File: src/rtl/serial_adder_if.sv
// rtl/serial_adder_if.sv - start/done handshake and operand/result bus for serial_adder
interface serial_adder_if #(
    parameter int WIDTH = 8
);
    logic             start;
    logic [WIDTH-1:0] a_in;
    logic [WIDTH-1:0] b_in;
    logic             busy;
    logic             done;
    logic [WIDTH-1:0] sum_out;
    logic             carry_out;

    modport master (
        output start, a_in, b_in,
        input  busy, done, sum_out, carry_out
    );

    modport slave (
        input  start, a_in, b_in,
        output busy, done, sum_out, carry_out
    );
endinterface

File: src/rtl/serial_adder.sv
// rtl/serial_adder.sv - bit-serial LSB-first adder built on two half adders per bit slot
module half_adder (
    input  logic i_a,
    input  logic i_b,
    output logic o_s,
    output logic o_c
);
    assign o_s = i_a ^ i_b;
    assign o_c = i_a & i_b;
endmodule

module serial_adder #(
    parameter int WIDTH = 8
) (
    input  logic          i_clk,
    input  logic          i_rst,
    serial_adder_if.slave bus
);
    localparam int CW = $clog2(WIDTH + 1);
    localparam logic [CW-1:0] LAST_BIT = CW'(WIDTH - 1);

    typedef enum logic {
        S_IDLE  = 1'b0,
        S_SHIFT = 1'b1
    } state_t;

    state_t           r_state;
    state_t           w_next_state;

    logic [WIDTH-1:0] r_sa;
    logic [WIDTH-1:0] r_sb;
    logic [WIDTH-1:0] r_acc;
    logic             r_c;
    logic [CW-1:0]    r_cnt;
    logic             r_busy;
    logic             r_done;
    logic [WIDTH-1:0] r_sum;
    logic             r_carry;

    logic             w_p;
    logic             w_g1;
    logic             w_s;
    logic             w_g2;
    logic             w_co;
    logic             w_last;
    logic [WIDTH-1:0] w_acc_next;

    // Full-adder bit cell: operand bits first, then fold in the held carry.
    half_adder u_ha0 (
        .i_a (r_sa[0]),
        .i_b (r_sb[0]),
        .o_s (w_p),
        .o_c (w_g1)
    );

    half_adder u_ha1 (
        .i_a (w_p),
        .i_b (r_c),
        .o_s (w_s),
        .o_c (w_g2)
    );

    assign w_co   = w_g1 | w_g2;
    assign w_last = (r_cnt == LAST_BIT);

    // A one-bit accumulator has no older bits to shift down.
    generate
        if (WIDTH == 1) begin : g_acc_w1
            assign w_acc_next = w_s;
        end else begin : g_acc_wn
            assign w_acc_next = {w_s, r_acc[WIDTH-1:1]};
        end
    endgenerate

    // State register.
    always_ff @(posedge i_clk) begin
        if (i_rst) begin
            r_state <= S_IDLE;
        end else begin
            r_state <= w_next_state;
        end
    end

    // Next state: accept start only in IDLE, return after the last bit slot.
    always_comb begin
        w_next_state = r_state;
        case (r_state)
            S_IDLE:  if (bus.start) w_next_state = S_SHIFT;
            S_SHIFT: if (w_last)    w_next_state = S_IDLE;
            default: w_next_state = S_IDLE;
        endcase
    end

    // Datapath: operand capture, per-bit shifting, and result publication on the last bit.
    always_ff @(posedge i_clk) begin
        if (i_rst) begin
            r_sa    <= '0;
            r_sb    <= '0;
            r_acc   <= '0;
            r_c     <= 1'b0;
            r_cnt   <= '0;
            r_busy  <= 1'b0;
            r_done  <= 1'b0;
            r_sum   <= '0;
            r_carry <= 1'b0;
        end else begin
            r_done <= 1'b0;
            case (r_state)
                S_IDLE: begin
                    if (bus.start) begin
                        r_sa   <= bus.a_in;
                        r_sb   <= bus.b_in;
                        r_acc  <= '0;
                        r_c    <= 1'b0;
                        r_cnt  <= '0;
                        r_busy <= 1'b1;
                    end
                end
                S_SHIFT: begin
                    r_sa  <= r_sa >> 1;
                    r_sb  <= r_sb >> 1;
                    r_acc <= w_acc_next;
                    r_c   <= w_co;
                    r_cnt <= r_cnt + CW'(1);
                    if (w_last) begin
                        r_sum   <= w_acc_next;
                        r_carry <= w_co;
                        r_done  <= 1'b1;
                        r_busy  <= 1'b0;
                    end
                end
                default: ;
            endcase
        end
    end

    assign bus.busy      = r_busy;
    assign bus.done      = r_done;
    assign bus.sum_out   = r_sum;
    assign bus.carry_out = r_carry;
endmodule

File: src/flat_wrapper.sv
// flat-port wrapper written by rule: the top's interface ports become plain ports
module serial_adder_flat 
#(
    parameter int WIDTH = 8
)
  (i_clk, i_rst, bus_start, bus_a_in, bus_b_in, bus_busy, bus_done, bus_sum_out, bus_carry_out);
  serial_adder_if #(.WIDTH(WIDTH)) bus_i ();
  input  logic i_clk;
  input  logic i_rst;
  input wire logic [$bits(bus_i.start)-1:0] bus_start;
  input wire logic [$bits(bus_i.a_in)-1:0] bus_a_in;
  input wire logic [$bits(bus_i.b_in)-1:0] bus_b_in;
  output wire logic [$bits(bus_i.busy)-1:0] bus_busy;
  output wire logic [$bits(bus_i.done)-1:0] bus_done;
  output wire logic [$bits(bus_i.sum_out)-1:0] bus_sum_out;
  output wire logic [$bits(bus_i.carry_out)-1:0] bus_carry_out;
  assign bus_i.start = bus_start;
  assign bus_i.a_in = bus_a_in;
  assign bus_i.b_in = bus_b_in;
  assign bus_busy = bus_i.busy;
  assign bus_done = bus_i.done;
  assign bus_sum_out = bus_i.sum_out;
  assign bus_carry_out = bus_i.carry_out;
  serial_adder #(.WIDTH(WIDTH)) u_core (.i_clk(i_clk), .i_rst(i_rst), .bus(bus_i));
endmodule
File: config.mk
export PLATFORM = sky130hd
export DESIGN_NAME = serial_adder_flat
export DESIGN_NICKNAME = d
export VERILOG_FILES = /design/src/rtl/serial_adder_if.sv /design/src/rtl/serial_adder.sv /design/src/flat_wrapper.sv
export SDC_FILE = /design/constraint.sdc
export NUM_CORES = 1
export LEC_CHECK = 0
export CORE_ASPECT_RATIO = 1.75
export CORE_MARGIN = 10
export CORE_UTILIZATION = 45
export CTS_CLUSTER_DIAMETER = 30
export DETAILED_ROUTE_END_ITERATION = 8
export GPL_TIMING_DRIVEN = 0
export PLACE_DENSITY = 0.8
export SLEW_MARGIN = 20
export SYNTH_ARGS = -nofsm -noshare
export SYNTH_HDL_FRONTEND = slang
export SYNTH_HIERARCHICAL = 1
export SYNTH_SLANG_ARGS = --single-unit
File: constraint.sdc
create_clock -name i_clk -period 1.55 [get_ports i_clk]
set_input_delay 0.31 -clock i_clk [delete_from_list [all_inputs] [get_ports i_clk]]
set_output_delay 0.31 -clock i_clk [all_outputs]
set_load 0.01 [all_outputs]
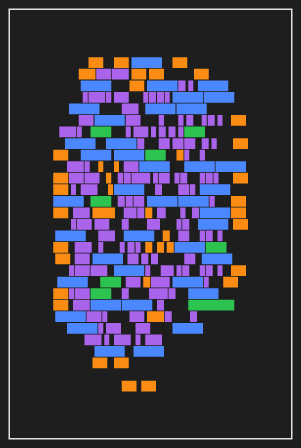
*Cells colored by class, run 1*
remaining logic cells: marked purple, cells 122. remaining buffers and delay cells: marked orange, cells 41. clock drivers and dummy loads: marked green, cells 8. registers: marked blue, cells 40.

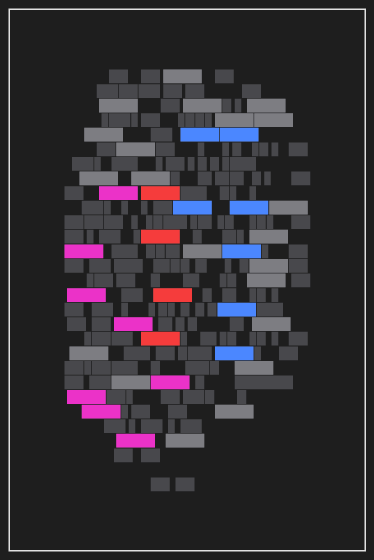
*Register map, names as in the netlist, run 1*
u_core/r_acc: marked blue, flops 7. u_core/r_cnt: marked red, flops 4, where center. u_core/r_sb: marked magenta, flops 8.
Seq. pwr: 1080 uW
fraction of standard cell area that is sequential: 37.5%
flip-flop and latch area: 801 sq um
Post-Route Utilization: 58.8%

==> out/summary.json, run 1 <==
{
  "comb_cell_power_uw": 225,
  "sequentialPowerShare_pct": 48.6,
  "num_rows": 29,
  "finalWorstSetupSlack_ns": 0.0744,
  "required_time_of_the_worst_setup_path_ns": 1.24,
  "io_pins": 30,
  "critPathArrivalTime_ns": 1.17,
  "critPathMaxFanout": 2,
  "finalClockPeriodUsage_pct": 95.2,
  "fmax_mhz": 678,
  "clk_transition_reported_paths_ns": 0.07,
  "crit_slowest_cell": "clkdlybuf4s50_1",
  "criticalPathCategory": "reg2out",
  "global_route.usage.total_pct": 11.4,
  "route.antenna.remaining_nets": 0,
  "num_antenna_cells": 0,
  "cell_area_after_layout_sq_um": 2130,
  "met1_usage_pct": 11.7,
  "dp_worst_setup_slack_ns": 0.178,
  "first_pass_grt_wire_length_microns": 6040,
  "synth_top_cell_by_area": "dfxtp_1",
  "netlist_top_cells_area": "dfxtp_1, mux2i_1, mux2_2, a21oi_1, nor2_1",
  "comb_power_share_pct": 10.1,
  "synth_top_area_share_pct": 47.7,
  "kind_of_cell_adding_the_most_delay_to_the_critical_path": "buffers and inverters",
  "irDropWorstVdd_v": 0.000826,
  "postSynthSeqShare_pct": 47.7,
  "powerClk_uw": 919,
  "startpoint_type": "register",
  "routed_wire_length_per_instance_microns": 13.7,
  "switching_share_pct": 21.3,
  "p_int_uw": 1750,
  "later_pin_clock_latency_in_the_skew_report_ns": 0.29,
  "setup_total_negative_slack_ns": 0,
  "power.net_switching_uw": 473,
  "clock_path_buffers": 2,
  "warnings_from_yosys": 6,
  "htree_levels": 2,
  "status": "completed",
  "power_density_nw_per_um2": 1040,
  "cts-buffers-inserted": 5,
  "fp_nets": 198,
  "via_count": 1310,
  "synth-cells-yosys": 176,
  "mostFrequentLayoutCell": "dfxtp_1",
  "areaGrowthSynthToFinish_pct": 27.0,
  "cts_root_buf": "clkbuf_8",
  "fin_worst_hold_slack_ns": 0.404,
  "globalRouteMet2Util_pct": 19.2,
  "detail_route.first_pass.iterations": 4,
  "avgViaCountPerCell": 5.10,
  "cp.buffers_inverters": 1,
  "slew_headroom_pct": 68.2,
  "slew_limit_fails": 0,
  "timing.critical_path.to_type": "output port",
  "met3_usage_pct": 4.34,
  "dp_cells": 249,
  "finalClockSkew_ns": 0.00453,
  "clock_sink_count": 40,
  "postRouteWirelength_microns": 3520,
  "grt.busiest_layer": "met2",
  "power_leakage_uw": 0.000823,
  "synth.distinct_cells": 22,
  "overflow": 0,
  "synth.avg_cell_area_sq_um": 9.54,
  "place.gp.congestion": 0.812,
  "post_cts_resize_count": 0,
  "fin_cells": 257
}
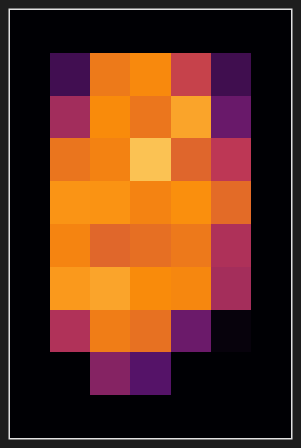
*Cell density map, run 1*
The die is cut into 7 by 10 equal tiles; black is low, pale yellow is high, 0 to 100% covered.
49% of the tiles are nearly empty. The densest ninth of the die: center. The mean over all tiles is 31%.
initial core utilization: 46.3%
total core area: 3630 sq um

-- run 1: registers in the layout (all words and copies together) (netlist names) --
name                  flops
u_core/bus.sum_out        8
u_core/r_sa               8
u_core/r_sb               8
u_core/r_acc              7
u_core/r_cnt              4
u_core/bus.busy           1
u_core/bus.carry_out      1
u_core/bus.done           1
u_core/r_c                1
u_core/r_state            1
-- run 1: cells by family after synthesis --
kind of cell | share of synthesized area [%]
multiplexers | 19.5
buffers and inverters | 5.44
AND/OR/NAND/NOR | 17.3
AND-OR/OR-AND | 7.82
adder cells (fa/ha/maj) | 2.24
flip-flops | 47.7
-- run 1: worst paths after layout --
check                             start                    end  slack, ns  cells past startpoint
setup reg to reg        u_core/r_cnt[0]   u_core/bus.carry_out       0.18                      5
hold reg to reg         u_core/r_acc[1]  u_core/bus.sum_out[0]       0.45                      2
setup / recovery  u_core/bus.sum_out[3]         bus_sum_out[3]       0.07                      1
hold / removal                    i_rst         u_core/r_sb[1]       0.40                      2
-- run 1: Yosys cell counts, drive strengths merged --
library cell,count
and4b,1
mux2i,17
nor3,6
a21oi,21
nand2,16
a211oi,1
nor3b,8
clkbuf,4
nand4b,1
dfxtp,40
buf,10
inv,1
o21ai,2
nand3,1
mux2,14
nor2,27
nor2b,1
or3b,1
a41oi,1
ha,3
-- run 1: final cells by class --
cell class	instances	area, sq um	area share (%)
clock inverter	1	30.0	1.41
multi-input combinational	121	787	36.9
clock buffer	7	96.3	4.52
sequential	40	801	37.5
timing repair buffer	27	270	12.7
inverter	1	3.75	0.176
tap	46	57.6	2.70
buffer	14	87.6	4.11
-- run 1: routing by layer --
metal  vias up  share of wire [%]
li1        671                  -
met2        25                 53
met4         0                1.8
met3         8                5.3
met5         -                  0
met1       606                 40
### Cells by drive strength, run 1

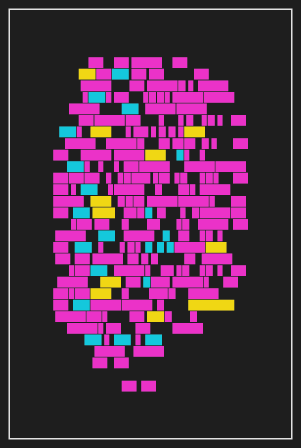

==> run 2: changes to the inputs <==
--- a/config.mk
+++ b/config.mk
@@ -5,13 +5,14 @@
 export SDC_FILE = /design/constraint.sdc
 export NUM_CORES = 1
 export LEC_CHECK = 0
+export ABC_AREA = 1
 export CORE_ASPECT_RATIO = 1.75
 export CORE_MARGIN = 10
-export CORE_UTILIZATION = 45
+export CORE_UTILIZATION = 47
 export CTS_CLUSTER_DIAMETER = 30
 export DETAILED_ROUTE_END_ITERATION = 8
 export GPL_TIMING_DRIVEN = 0
-export PLACE_DENSITY = 0.8
+export PLACE_DENSITY = 0.83
 export SLEW_MARGIN = 20
 export SYNTH_ARGS = -nofsm -noshare
 export SYNTH_HDL_FRONTEND = slang
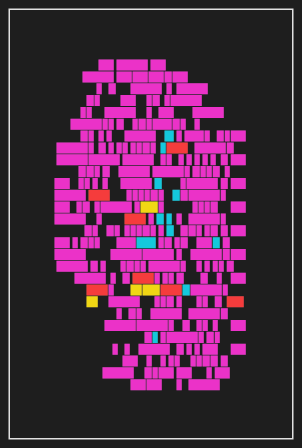
*Cells by drive strength, run 2*
x2: marked cyan, cells 11, share 4.2%. x6 and larger: marked red, cells 7, share 2.6%. x1 and smaller: marked magenta, cells 243, share 92%. x3 and x4: marked yellow, cells 4, share 1.5%.

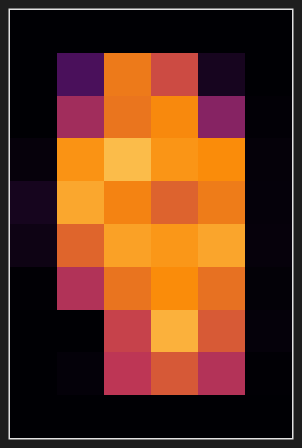
*Cell density map, run 2*
The die is cut into 6 by 10 equal tiles; black is low, pale yellow is high, 0 to 100% covered.
The mean over all tiles is 32%. The fullest tile reaches 85%. 15% of the tiles are over 75% full. The emptiest ninth of the die: south-west.

==> out/summary.json, run 2 <==
{
  "clock_path_buffers": {"value": 2, "change": "unchanged"},
  "routed_metal_1_wire_length": {"value": 1470, "unit": "microns", "change": "was 1400 microns"},
  "kind_of_cell_adding_the_most_delay_to_the_critical_path": {"value": "buffers and inverters", "change": "unchanged"},
  "avgViaCountPerCell": {"value": 4.87, "change": "was 5.10"},
  "dp_worst_setup_slack": {"value": -0.0788, "unit": "ns", "change": "was 0.178 ns"},
  "synth.avg_cell_area": {"value": 7.20, "unit": "sq um", "change": "was 9.54 sq um"},
  "netlist_top_cells_count": {"value": "nand2_1, dfxtp_1, nand3_1", "change": "was dfxtp_1, nor2_1, a21oi_1"},
  "netlist_top_cells_area": {"value": "dfxtp_1, nand2_1, nand3_1, a21oi_1, inv_1", "change": "was dfxtp_1, mux2i_1, mux2_2, a21oi_1, nor2_1"},
  "global_route.usage.total": {"value": 12.3, "unit": "%", "change": "was 11.4%"},
  "met3_usage": {"value": 3.55, "unit": "%", "change": "was 4.34%"},
  "cp.buffers_inverters": {"value": 1, "change": "unchanged"},
  "required_time_of_the_worst_setup_path": {"value": 1.24, "unit": "ns", "change": "about the same"},
  "post_cts_resize_count": {"value": 0, "change": "unchanged"},
  "crit_path_start": {"value": "u_core/bus.sum_out[0]", "change": "was u_core/bus.sum_out[3]"},
  "edf_count": {"value": 0, "change": "unchanged"},
  "mostFrequentLayoutCell": {"value": "nand2_1", "change": "was dfxtp_1"},
  "irDropWorstVdd": {"value": 0.000866, "unit": "V", "change": "was 0.000826 V"},
  "status": {"value": "completed", "change": "unchanged"},
  "critPathArrivalTime": {"value": 1.16, "unit": "ns", "change": "was 1.17 ns"},
  "drt-initial-drc-count": {"value": 70, "change": "was 43"},
  "grt.busiest_layer": {"value": "met2", "change": "unchanged"},
  "place.gp.congestion": {"value": 0.795, "change": "was 0.812"},
  "startpoint_type": {"value": "register", "change": "unchanged"},
  "finalClockSkew": {"value": 0.00704, "unit": "ns", "change": "was 0.00453 ns"},
  "overflow": {"value": 0, "change": "unchanged"},
  "later_pin_clock_latency_in_the_skew_report": {"value": 0.28, "unit": "ns", "change": "was 0.29 ns"},
  "core-area": {"value": 3400, "unit": "sq um", "change": "was 3630 sq um"},
  "slew_limit_fails": {"value": 0, "change": "unchanged"},
  "areaGrowthSynthToFinish": {"value": 26.1, "unit": "%", "change": "was 27.0%"},
  "async_set_or_reset_register_ratio_after_synthesis": {"value": 0, "unit": "%", "change": "unchanged"},
  "holdCritStartpoint": {"value": "u_core/r_acc[1]", "change": "was i_rst"},
  "synth-cells-yosys": {"value": 229, "change": "was 176"},
  "power_density": {"value": 954, "unit": "nW/um^2", "change": "was 1040 nW/um^2"},
  "clk_transition_reported_paths": {"value": 0.07, "unit": "ns", "change": "about the same"},
  "first_pass_grt_wire_length": {"value": 6440, "unit": "microns", "change": "was 6040 microns"},
  "num_antenna_cells": {"value": 0, "change": "unchanged"},
  "htree_levels": {"value": 2, "change": "unchanged"},
  "warnings_from_yosys": {"value": 6, "change": "unchanged"},
  "postSynthSeqShare": {"value": 48.6, "unit": "%", "change": "was 47.7%"},
  "initial_core_utilization": {"value": 48.5, "unit": "%", "change": "was 46.3%"},
  "cts-buffers-inserted": {"value": 5, "change": "unchanged"},
  "holdCritPathClass": {"value": "reg2reg", "change": "was in2reg"},
  "power_leakage": {"value": 0.000965, "unit": "uW", "change": "was 0.000823 uW"},
  "crit-reg2reg-launch": {"value": "u_core/r_sa[0]", "change": "was u_core/r_cnt[0]"},
  "port-buffer-count": {"value": 28, "change": "was 27"},
  "fmax": {"value": 679, "unit": "MHz", "change": "was 678 MHz"},
  "globalRouteMet2Util": {"value": 22.8, "unit": "%", "change": "was 19.2%"},
  "cts_root_buf": {"value": "clkbuf_8", "change": "unchanged"},
  "cpPeakStageDelay": {"value": 0.55, "unit": "ns", "change": "was 0.54 ns"},
  "criticalPathCategory": {"value": "reg2out", "change": "unchanged"},
  "timing.critical_path.to_type": {"value": "output port", "change": "unchanged"},
  "highest_layer": {"value": "met4", "change": "unchanged"},
  "synth_top_cell_by_area": {"value": "dfxtp_1", "change": "unchanged"},
  "ff_type": {"value": "dfxtp_1", "change": "unchanged"},
  "finish.utilization": {"value": 61.2, "unit": "%", "change": "was 58.8%"},
  "io_pins": {"value": 30, "change": "unchanged"},
  "slew_headroom": {"value": 67.7, "unit": "%", "change": "was 68.2%"},
  "synth.distinct_cells": {"value": 17, "change": "was 22"},
  "route.antenna.remaining_nets": {"value": 0, "change": "unchanged"},
  "crit_slowest_cell": {"value": "clkdlybuf4s50_1", "change": "unchanged"},
  "netlist.top_cell.by_instances": {"value": "nand2_1", "change": "was dfxtp_1"},
  "wl_met3": {"value": 152, "unit": "microns", "change": "was 188 microns"},
  "routed_wire_length_per_instance": {"value": 12.0, "unit": "microns", "change": "was 13.7 microns"},
  "finalWorstSetupSlack": {"value": 0.0767, "unit": "ns", "change": "was 0.0744 ns"},
  "critPathMaxFanout": {"value": 2, "change": "unchanged"},
  "synth_top_area_share": {"value": 48.6, "unit": "%", "change": "was 47.7%"},
  "met2_length": {"value": 2000, "unit": "microns", "change": "was 1860 microns"},
  "detail_route.first_pass.iterations": {"value": 4, "change": "unchanged"},
  "cell_area_after_layout": {"value": 2080, "unit": "sq um", "change": "was 2130 sq um"}
}
## run 2: cell families after synthesis
| group | share of synthesized area, % |
|---|---|
| flops | 48.6 |
| fa+ha+maj | 2.28 |
| compound gates | 4.56 |
| buf+inv | 7.97 |
| simple gates | 36.6 |
## run 2: final cells by class
class                   instances  area [sq um]  area share [%]
clock inverters                 1          7.51           0.361
plain buffers                  11          60.1            2.89
multi-input cells             159           716            34.4
clock buffers                   7          86.3            4.15
well taps                      45          56.3            2.71
repair buffers                 28           280            13.5
inverters                      19          71.3            3.43
flip-flops and latches         40           801            38.5
## run 2: through the flow
stage	TNS (ns)	hold slack, ns	total power (uW)	instances
after floorplan	0	0.379	1230	229
after global placement	-0.402	0.441	1310	302
after detailed placement	-0.606	0.445	1310	302
after CTS	0	0.456	2010	310
after global routing	0	0.483	2100	310
final	0	0.455	1980	310
## run 2: worst paths after layout
| kind | to | slack [ns] | cells after the start |
|---|---|---|---|
| worst max-delay path | bus_sum_out[0] | 0.08 | 1 |
| worst min-delay path | u_core/bus.sum_out[0] | 0.46 | 2 |
| worst max register to register | u_core/r_c | 0.23 | 5 |
| worst min register to register | u_core/bus.sum_out[0] | 0.46 | 2 |
## run 2: worst min-delay path, delay by kind of cell, from the launching register on
family           cells  cell delay [ns]
flip-flops           1             0.32
AND/OR/NAND/NOR      2             0.10
## run 2: report_power, final
group | switching (uW) | total (uW) | internal [uW] | leakage [uW]
Sequential | 17.8 | 1080 | 1060 | 0.000325
Combinational | 115 | 210 | 94.6 | 0.000595
Clock | 333 | 695 | 361 | 0.0000445
Total | 466 | 1980 | 1520 | 0.000965
Power is estimated from default activity; no workload was simulated.
